File: src/rtl/fir_hilb_tdm.sv
// rtl/fir_hilb_tdm.sv - multi-channel time-multiplexed Hilbert FIR with one serial MAC
//
// Purpose: per-channel delay lines of 4*M-1 taps feed a single multiply-accumulate
// that walks the M unique antisymmetric coefficients, producing an analytic pair:
// re = input delayed to the group centre, im = saturated Hilbert-filtered value.
//
// Ports:
//   clk, rst              clock, synchronous active-high reset
//   s_valid/s_ready       input handshake; s_ch selects channel, s_data signed sample
//   coef[M][W]            signed Q2.(W-2); coef[k] = h[C-(2k+1)] = -h[C+(2k+1)]
//   m_valid/m_ready       output handshake
//   m_ch, m_re, m_im      channel tag, centre-delayed sample, Hilbert output
//   m_sat                 m_im was clipped on this output
module fir_hilb_tdm #(
    parameter int W   = 16,
    parameter int M   = 4,
    parameter int NCH = 2,
    localparam int CHW = (NCH > 1) ? $clog2(NCH) : 1
) (
    input  logic                  clk,
    input  logic                  rst,
    input  logic                  s_valid,
    output logic                  s_ready,
    input  logic [CHW-1:0]        s_ch,
    input  logic signed [W-1:0]   s_data,
    input  logic [M-1:0][W-1:0]   coef,
    output logic                  m_valid,
    input  logic                  m_ready,
    output logic [CHW-1:0]        m_ch,
    output logic signed [W-1:0]   m_re,
    output logic signed [W-1:0]   m_im,
    output logic                  m_sat
);
    localparam int NTAP = 4 * M - 1;
    localparam int C    = 2 * M - 1;
    localparam int KW   = (M > 1) ? $clog2(M) : 1;
    localparam int AW   = 2 * W + 1 + $clog2(M);

    typedef enum logic [1:0] {IDLE, MAC, OUT} state_t;

    state_t                          state_q, state_d;
    logic [NCH-1:0][NTAP-1:0][W-1:0] line_q, line_d;
    logic [KW-1:0]                   k_q, k_d;
    logic signed [AW-1:0]            acc_q, acc_d;
    logic [CHW-1:0]                  ch_q, ch_d;
    logic                            m_valid_q, m_valid_d;
    logic [CHW-1:0]                  m_ch_q, m_ch_d;
    logic signed [W-1:0]             m_re_q, m_re_d;
    logic signed [W-1:0]             m_im_q, m_im_d;
    logic                            m_sat_q, m_sat_d;

    logic                            ch_ok;
    logic [W-1:0]                    tap_new, tap_old;
    logic signed [W-1:0]             coef_sel;
    logic signed [W:0]               pair;
    logic signed [2*W:0]             prod;
    logic signed [AW-1:0]            acc_next, acc_shr;
    logic                            im_sat;
    logic signed [W-1:0]             im_val;

    // Tags beyond NCH only exist when NCH is not a power of two.
    generate
        if ((1 << CHW) > NCH) begin : g_ch_check
            assign ch_ok = (32'(s_ch) < NCH);
        end else begin : g_ch_all
            assign ch_ok = 1'b1;
        end
    endgenerate

    // MAC datapath: symmetric tap pair around the centre, one coefficient per cycle.
    always_comb begin
        tap_new  = '0;
        tap_old  = '0;
        coef_sel = '0;
        for (int i = 0; i < M; i++) begin
            if (k_q == KW'(i)) begin
                tap_new  = line_q[ch_q][C-2*i-1];
                tap_old  = line_q[ch_q][C+2*i+1];
                coef_sel = coef[i];
            end
        end
        pair     = $signed({tap_new[W-1], tap_new}) - $signed({tap_old[W-1], tap_old});
        prod     = (2*W+1)'(pair) * (2*W+1)'(coef_sel);
        acc_next = acc_q + AW'(prod);
        // Floor shift back to sample scale; clip when the upper bits are not a pure sign extension.
        acc_shr  = acc_next >>> (W - 2);
        im_sat   = !((&acc_shr[AW-1:W-1]) || !(|acc_shr[AW-1:W-1]));
        if (im_sat) begin
            im_val = acc_shr[AW-1] ? {1'b1, {(W-1){1'b0}}} : {1'b0, {(W-1){1'b1}}};
        end else begin
            im_val = acc_shr[W-1:0];
        end
    end

    always_comb begin
        state_d   = state_q;
        line_d    = line_q;
        k_d       = k_q;
        acc_d     = acc_q;
        ch_d      = ch_q;
        m_valid_d = m_valid_q;
        m_ch_d    = m_ch_q;
        m_re_d    = m_re_q;
        m_im_d    = m_im_q;
        m_sat_d   = m_sat_q;
        s_ready   = (state_q == IDLE);
        unique case (state_q)
            IDLE: begin
                // An out-of-range tag is still consumed but leaves everything untouched.
                if (s_valid && ch_ok) begin
                    line_d[s_ch] = {line_q[s_ch][NTAP-2:0], s_data};
                    ch_d         = s_ch;
                    k_d          = '0;
                    acc_d        = '0;
                    state_d      = MAC;
                end
            end
            MAC: begin
                acc_d = acc_next;
                k_d   = k_q + 1'b1;
                if (k_q == KW'(M - 1)) begin
                    state_d   = OUT;
                    m_valid_d = 1'b1;
                    m_ch_d    = ch_q;
                    m_re_d    = line_q[ch_q][C];
                    m_im_d    = im_val;
                    m_sat_d   = im_sat;
                end
            end
            OUT: begin
                if (m_ready) begin
                    m_valid_d = 1'b0;
                    state_d   = IDLE;
                end
            end
            default: state_d = IDLE;
        endcase
    end

    always_ff @(posedge clk) begin
        if (rst) begin
            state_q   <= IDLE;
            line_q    <= '0;
            k_q       <= '0;
            acc_q     <= '0;
            ch_q      <= '0;
            m_valid_q <= 1'b0;
            m_ch_q    <= '0;
            m_re_q    <= '0;
            m_im_q    <= '0;
            m_sat_q   <= 1'b0;
        end else begin
            state_q   <= state_d;
            line_q    <= line_d;
            k_q       <= k_d;
            acc_q     <= acc_d;
            ch_q      <= ch_d;
            m_valid_q <= m_valid_d;
            m_ch_q    <= m_ch_d;
            m_re_q    <= m_re_d;
            m_im_q    <= m_im_d;
            m_sat_q   <= m_sat_d;
        end
    end

    assign m_valid = m_valid_q;
    assign m_ch    = m_ch_q;
    assign m_re    = m_re_q;
    assign m_im    = m_im_q;
    assign m_sat   = m_sat_q;

endmodule

File: config.mk
export PLATFORM = sky130hd
export DESIGN_NAME = fir_hilb_tdm
export DESIGN_NICKNAME = d
export VERILOG_FILES = /design/src/rtl/fir_hilb_tdm.sv
export SDC_FILE = /design/constraint.sdc
export NUM_CORES = 2
export LEC_CHECK = 0
export ABC_AREA = 1
export CORE_UTILIZATION = 63
export DETAILED_ROUTE_END_ITERATION = 10
export PLACE_DENSITY = 0.92
export SYNTH_ARGS = -nofsm -noshare
export SYNTH_HDL_FRONTEND = slang
export SYNTH_SLANG_ARGS = --single-unit
File: constraint.sdc
create_clock -name clk -period 10.5 [get_ports clk]
set_input_delay 2.1 -clock clk [delete_from_list [all_inputs] [get_ports clk]]
set_output_delay 2.1 -clock clk [all_outputs]
set_load 0.01 [all_outputs]
### Clock routing

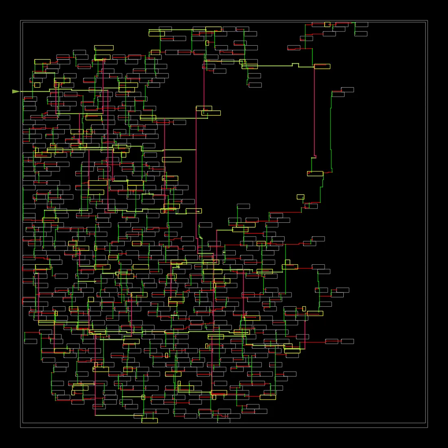
layout clock buffer count: 69
clock insertion delay at the later pin of the skew report: 640 ps

### Wire density map

The die is cut into 24 by 24 equal tiles; dark blue is low, red is high, scaled to the fullest tile. Values are wire area over tile area, all layers added.
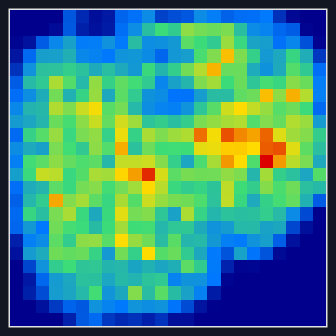
34% of the tiles are over half the peak. The emptiest ninth of the die: bottom right. The mean over all tiles is 0.30.
Wirelength per Cell: 18.0 um
Vias: 30900
all-layer global routing usage: 0.345
final routed wirelength across all metal layers: 97800 um

==> GITHUB_STEP_SUMMARY <==
## Synthesis and layout report

| Metric | Value |
|---|---|
| Most instantiated logic cell after routing | inv_1 |
| Share of the synthesized area in the top cell type | 0.318 |
| Chip Area, Yosys | 0.0350 sq mm |
| Global routing's busiest layer | met2 |
| Length of the first detailed-routing pass in iterations | 6 |
| Leading area contributor after synthesis | dfxtp_1 |
| CP Class | reg -> reg |
| Most used cell along the critical path | nand2_1 |
| Total I/O pin count | 121 |
| Setup Total Neg Slack | 0 ps |
| Area of the die | 0.0565 sq mm |
| Number of port buffers | 120 |
| Remaining global-route overflow | 0 |
| WL met2 | 44900 um |
| Crit-path leading delay family | adder cells |
| Top post-synthesis cells by count | inv_1, o21ai_0, nor2_1 |
| Worst rel slew slack | 0.282 |
| Distinct cells, synth | 45 |
| Combinational gate area | 0.0196 sq mm |
| Kind of start point of the critical path | flop |
| Net count reported at finish | 5171 |
| Origin of the worst min-delay path | line_q[389] |
| Buffers and inverters on the worst path | 8 |
| DRC marker count from the first detailed-route iteration | 3256 |
| Timing-limited maximum frequency | 100 MHz |
| Maximum level of the CTS H-tree | 2 |
| Taps Inserted | 748 |
| Die Y-Extent | 238 um |
| Cell area reported after detailed placement | 0.0367 sq mm |
| Max Clock Skew | 29.7 ps |
| Main logic family after synthesis | adder cells |
| Net count of the mapped netlist | 5192 |
| Vias per std cell | 5.69 |
| Critical Path RT | 11040 ps |
| Nature of the critical path endpoint | flop |
| Post-CTS Setup Inserts | 0 |
| Reg-to-reg critical path endpoint | m_im[0] |
| Cell count after synthesis | 4662 |
| Fraction of standard cell area in multi-input logic | 0.508 |
| Number of multi-input logic gates | 2966 |
| Flip-flop cell with the highest count after synthesis | dfxtp_1 |
| MUX area fraction | 0 |
| CTS Root Buffer Type | clkbuf_16 |
| Biggest area cells | dfxtp_1, fa_1, o21ai_0, inv_1, a21oi_1 |
| Met1 usage in global routing | 0.420 |
| Pre-CTS WS | 568 ps |
| Final Hold Violation Tally | 0 |
| Number of clock buffers inserted by TritonCTS | 52 |
| TritonCTS clock tree | done |
| DRC errors left | 0 |
| Worst-case setup margin in the final layout | 546 ps |
| Synthesized-area fraction occupied by adder cells | 0.227 |
| Number of antenna violations at the first check in global routing | 0 |
| Number of synthesized register bits | 555 |
| Number of standard cells reported by yosys | 4662 |
| Result of the run | finished, final reports clean |
| Placer's final routability congestion estimate | 0.997 |
| CTS hold repair buffers | 0 |
| Final cell count without fillers | 5431 |
| Final instance area | 0.0386 sq mm |
| Reg-to-Reg Start | k_q[1] |
| Sequential share of cell area | 0.288 |
| Largest registers | line_q x480, acc_q x35 |
| Number of cells on the worst hold path | 2 |
| Global-route wire length before repair | 155000 um |
| OpenROAD warnings | 47 |
| Max Cap Violations | 0 |
| Non-clock inverter instance count of the final layout | 877 |
| Largest net degree at the start of global routing | 281 |
| Post-synth EDFFs | 0 |
| Simple-gate share of the synthesized area | 0.129 |
| Fin crit share | 0.948 |
| Top layer reached by signal wires | met4 |
| GR Layer Usage met3 | 0.0600 |
| Class of the most critical hold timing path | reg -> reg |
| Post-synthesis instance area | 0.0350 sq mm |
| Largest class | multi-input combinational cells |
| Clock transition at the registers of the reported paths | 60 ps |
